## src/rtl/fetch_pkg.sv

```systemverilog
// Shared types and defaults for the fetch sequencer: reset PC, memory depth,
// FSM encoding and the buffered {pc, inst} entry.
package fetch_pkg;

  localparam logic [31:0] DefResetPc = 32'h0000_3000;
  localparam int unsigned DefImWords = 2048;

  typedef enum logic {
    StRun,
    StFault
  } state_e;

  typedef struct packed {
    logic [31:0] pc;
    logic [31:0] inst;
  } entry_t;

  // Word-aligned and inside [base, base + span); 32-bit unsigned compare, so a
  // wrapped PC+4 lands below base and is rejected.
  function automatic logic pc_legal(input logic [31:0] pc, input logic [31:0] base,
                                    input logic [31:0] span);
    logic [31:0] limit;
    limit = base + span;
    return (pc[1:0] == 2'b00) && (pc >= base) && (pc < limit);
  endfunction

endpackage

```

## src/rtl/fetch_sequencer_if.sv

```systemverilog
// Instruction-memory, redirect, decode handshake and fault signals of the
// fetch sequencer.
interface fetch_sequencer_if;
  logic [31:0] im_addr;
  logic [31:0] im_inst;
  logic        redirect_valid;
  logic [31:0] redirect_pc;
  logic        out_valid;
  logic        out_ready;
  logic [31:0] out_inst;
  logic [31:0] out_pc;
  logic        fault;
  logic [31:0] fault_pc;

  modport master (
    output im_addr,
    input  im_inst,
    input  redirect_valid,
    input  redirect_pc,
    output out_valid,
    input  out_ready,
    output out_inst,
    output out_pc,
    output fault,
    output fault_pc
  );

  modport slave (
    input  im_addr,
    output im_inst,
    output redirect_valid,
    output redirect_pc,
    input  out_valid,
    output out_ready,
    input  out_inst,
    input  out_pc,
    input  fault,
    input  fault_pc
  );
endinterface

```

## src/rtl/fetch_fifo2.sv

```systemverilog
// Two-entry in-order buffer of fetched {pc, inst} pairs with flush; the head
// always sits in slot 0.
module fetch_fifo2
  import fetch_pkg::*;
(
  input  logic       clk,
  input  logic       reset,
  input  logic       push,
  input  logic       pop,
  input  logic       flush,
  input  entry_t     wdata,
  output entry_t     head,
  output logic [1:0] count
);

  entry_t     e0_q, e0_d, e1_q, e1_d;
  logic [1:0] count_q, count_d;
  logic [1:0] wr_idx;

  always_comb begin
    e0_d    = e0_q;
    e1_d    = e1_q;
    count_d = count_q;
    // Slot the new entry lands in once any pop has shifted slot 1 down.
    wr_idx  = count_q - {1'b0, pop};
    if (flush) begin
      count_d = 2'd0;
    end else begin
      if (pop) e0_d = e1_q;
      if (push) begin
        if (wr_idx == 2'd0) e0_d = wdata;
        else                e1_d = wdata;
      end
      count_d = count_q + {1'b0, push} - {1'b0, pop};
    end
  end

  always_ff @(posedge clk) begin
    if (reset) count_q <= 2'd0;
    else       count_q <= count_d;
  end

  always_ff @(posedge clk) begin
    e0_q <= e0_d;
    e1_q <= e1_d;
  end

  assign head  = e0_q;
  assign count = count_q;

endmodule

```

## src/rtl/fetch_sequencer.sv

```systemverilog
// Sequential instruction fetch with redirect, 2-deep output buffer and a
// sticky fault on PCs outside the legal fetch window.
module fetch_sequencer
  import fetch_pkg::*;
#(
  parameter logic [31:0] RESET_PC = DefResetPc,
  parameter int unsigned IM_WORDS = DefImWords
) (
  input logic               clk,
  input logic               reset,
  fetch_sequencer_if.master bus
);

  localparam logic [31:0] FetchSpan = 32'(4 * IM_WORDS);

  state_e      state_q, state_d;
  logic [31:0] pc_q, pc_d;
  logic [31:0] fault_pc_q, fault_pc_d;
  logic        push, pop, flush, legal;
  logic [1:0]  fifo_count;
  entry_t      head, wdata;

  assign legal         = pc_legal(pc_q, RESET_PC, FetchSpan);
  assign bus.out_valid = (fifo_count != 2'd0);
  assign pop           = bus.out_valid && bus.out_ready && !bus.redirect_valid;
  assign wdata         = '{pc: pc_q, inst: bus.im_inst};

  always_comb begin
    state_d    = state_q;
    pc_d       = pc_q;
    fault_pc_d = fault_pc_q;
    push       = 1'b0;
    flush      = 1'b0;
    if (bus.redirect_valid) begin
      flush      = 1'b1;
      pc_d       = bus.redirect_pc;
      state_d    = StRun;
      fault_pc_d = 32'd0;
    end else if (state_q == StRun) begin
      if (!legal) begin
        fault_pc_d = pc_q;
        state_d    = StFault;
      end else if (fifo_count != 2'd2 || pop) begin
        push = 1'b1;
        pc_d = pc_q + 32'd4;
      end
    end
  end

  always_ff @(posedge clk) begin
    if (reset) begin
      state_q    <= StRun;
      pc_q       <= RESET_PC;
      fault_pc_q <= 32'd0;
    end else begin
      state_q    <= state_d;
      pc_q       <= pc_d;
      fault_pc_q <= fault_pc_d;
    end
  end

  fetch_fifo2 u_fifo (
    .clk   (clk),
    .reset (reset),
    .push  (push),
    .pop   (pop),
    .flush (flush),
    .wdata (wdata),
    .head  (head),
    .count (fifo_count)
  );

  assign bus.im_addr  = pc_q;
  assign bus.out_inst = head.inst;
  assign bus.out_pc   = head.pc;
  assign bus.fault    = (state_q == StFault);
  assign bus.fault_pc = fault_pc_q;

endmodule

```

## src/flat_wrapper.sv

```systemverilog
// flat-port wrapper written by rule: the top's interface ports become plain ports
module fetch_sequencer_flat import fetch_pkg::*;
#(
  parameter logic [31:0] RESET_PC = DefResetPc,
  parameter int unsigned IM_WORDS = DefImWords
)
  (clk, reset, bus_im_addr, bus_im_inst, bus_redirect_valid, bus_redirect_pc, bus_out_valid, bus_out_ready, bus_out_inst, bus_out_pc, bus_fault, bus_fault_pc);
  fetch_sequencer_if bus_i ();
  input logic clk;
  input logic reset;
  output wire logic [$bits(bus_i.im_addr)-1:0] bus_im_addr;
  input wire logic [$bits(bus_i.im_inst)-1:0] bus_im_inst;
  input wire logic [$bits(bus_i.redirect_valid)-1:0] bus_redirect_valid;
  input wire logic [$bits(bus_i.redirect_pc)-1:0] bus_redirect_pc;
  output wire logic [$bits(bus_i.out_valid)-1:0] bus_out_valid;
  input wire logic [$bits(bus_i.out_ready)-1:0] bus_out_ready;
  output wire logic [$bits(bus_i.out_inst)-1:0] bus_out_inst;
  output wire logic [$bits(bus_i.out_pc)-1:0] bus_out_pc;
  output wire logic [$bits(bus_i.fault)-1:0] bus_fault;
  output wire logic [$bits(bus_i.fault_pc)-1:0] bus_fault_pc;
  assign bus_im_addr = bus_i.im_addr;
  assign bus_i.im_inst = bus_im_inst;
  assign bus_i.redirect_valid = bus_redirect_valid;
  assign bus_i.redirect_pc = bus_redirect_pc;
  assign bus_out_valid = bus_i.out_valid;
  assign bus_i.out_ready = bus_out_ready;
  assign bus_out_inst = bus_i.out_inst;
  assign bus_out_pc = bus_i.out_pc;
  assign bus_fault = bus_i.fault;
  assign bus_fault_pc = bus_i.fault_pc;
  fetch_sequencer #(.RESET_PC(RESET_PC), .IM_WORDS(IM_WORDS)) u_core (.clk(clk), .reset(reset), .bus(bus_i));
endmodule
```

## config.mk

```make
export PLATFORM = sky130hd
export DESIGN_NAME = fetch_sequencer_flat
export DESIGN_NICKNAME = d
export VERILOG_FILES = /design/src/rtl/fetch_pkg.sv /design/src/rtl/fetch_sequencer_if.sv /design/src/rtl/fetch_fifo2.sv /design/src/rtl/fetch_sequencer.sv /design/src/flat_wrapper.sv
export SDC_FILE = /design/constraint.sdc
export NUM_CORES = 1
export LEC_CHECK = 0
export ABC_AREA = 1
export CORE_MARGIN = 2
export CORE_UTILIZATION = 50
export CTS_CLUSTER_SIZE = 16
export DETAILED_ROUTE_END_ITERATION = 8
export GPL_TIMING_DRIVEN = 1
export MAX_ROUTING_LAYER = met4
export PLACE_DENSITY = 0.8
export SYNTH_ARGS = -nofsm -noshare
export SYNTH_HDL_FRONTEND = slang
export SYNTH_SLANG_ARGS = --single-unit
```

## constraint.sdc

```tcl
create_clock -name clk -period 5.3 [get_ports clk]
set_input_delay 0.53 -clock clk [delete_from_list [all_inputs] [get_ports clk]]
set_output_delay 0.53 -clock clk [all_outputs]
set_load 0.005 [all_outputs]
```

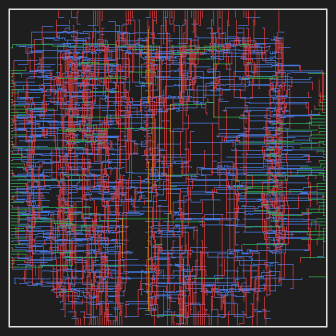
Fig. 1. Wiring by layer.
blue -> met1  # wire length 9170 um
red -> met2  # wire length 9440 um
green -> met3  # wire length 1510 um
orange -> met4  # wire length 328 um

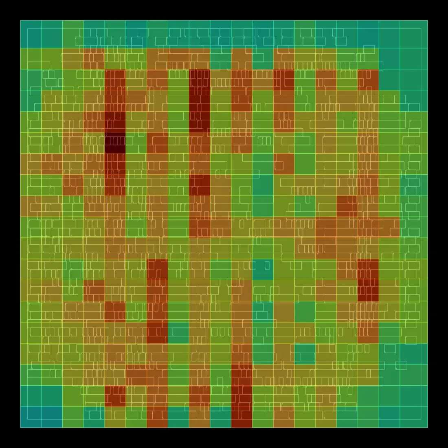
Fig. 2. Routing congestion map.
routed len/inst: 15.6 um
GR peak layer: met2

==> run_results.csv <==
group,metric,value,unit
outcome,status,"complete, no violations",
floorplan,num_tap_cells,220,
power_and_ir_drop,p_per_area,302,nW/um2
place,dp_slack,1770,ps
floorplan,fp-row-count,47,
cells_and_area,fin_cells,1309,
cells_and_area,final_area,11000,um2
place,portBuffers,197,
yosys,yosysTopAreaCell,"edfxtp_1",
yosys,yosysSeqAreaShare,62.1,%
clocking,cts_buffers,17,
clocking,cts.clk_slew.worst_paths,70,ps
yosys,netlist.area_leader.share,46.0,%
cells_and_area,comb_area,2770,um2
sta,hold_ws,479,ps
cells_and_area,lay_top_cells,"330 x nand2_1, 197 x clkdlybuf4s50_1, 128 x edfxtp_1, 76 x nand3_1, 68 x nor2_1",
hold_path,worstHoldStart,"u_core.bus.fault_pc[30]",
routing,routed.top_layer,"met4",
floorplan,core,16500,um2
sta,finalSetupViolations,0,
cells_and_area,area_share_clock_buf_inv,5.20,%
power_and_ir_drop,p_seq,1.74,mW
setup_path,crit_type,"in2reg",
floorplan,chipArea,17800,um2
power_and_ir_drop,comb-power,0.339,mW
cells_and_area,fin_util,66.7,%
sta,slew_headroom,30.1,%
hold_path,holdPathStages,2,
clocking,post_cts_buffers,0,
sta,min_period,3090,ps
place,dpl.cell_count,1277,
grt,grtUsageTotal,23.7,%
cells_and_area,comb_share,25.2,%
power_and_ir_drop,power_leakage,4.36,nW
clocking,cts_num_sinks,195,
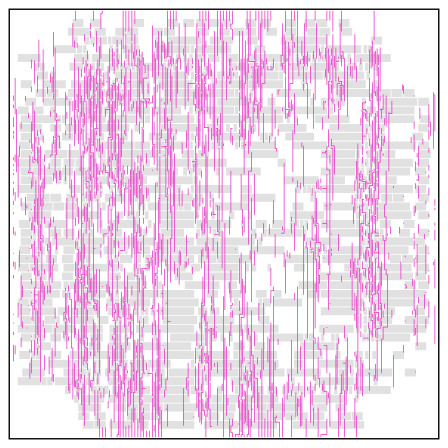
Fig. 3. Metal 2.
share of all routed wire = 46%
nets with wire on the layer = 859
wire length on this layer = 9440 um
main direction = vertical

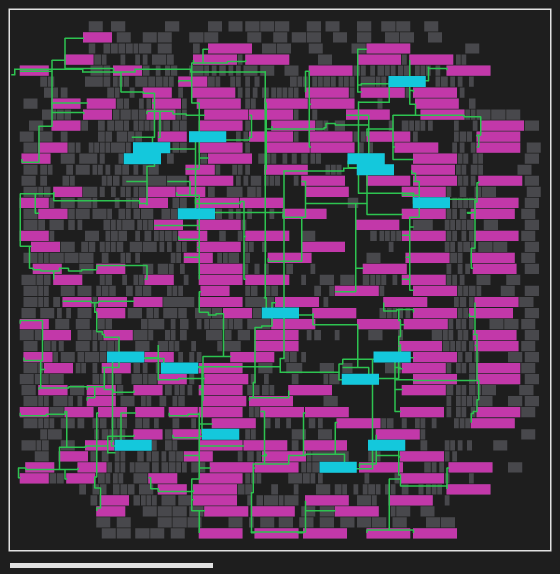
Fig. 4. Routed clock nets over the placement.
Bar = 50 um.
green -> clock wires  # length 2080 um
cyan -> cells driving clock nets  # count 17
magenta -> flip-flops  # count 195
routed clock nets = 18

[synthesized netlist by cell type (3+ instances only)]
library cell  count
dfxtp_1          67
nor2_1           69
o21ai_0          41
a21oi_1          64
buf_6             4
ha_1              4
buf_2            19
o21ai_1           4
inv_1            31
xor2_1            5
edfxtp_1        128
clkbuf_1         18
nor2_4            3
nand4_1           4
nor3_1            4
nand3_1          76
buf_4             8
nand2_1         331
[worst max-delay path, stage by stage]
cell and delay [ps]:
clkdlybuf4s50_1 750, nor2_4 80, nand2_2 70, buf_4 520
inv_2 390, ha_1 400, inv_1 40, ha_1 170
or2_2 290, a21oi_1 120
No activity file was given, so power comes from the tool's default toggle rates.
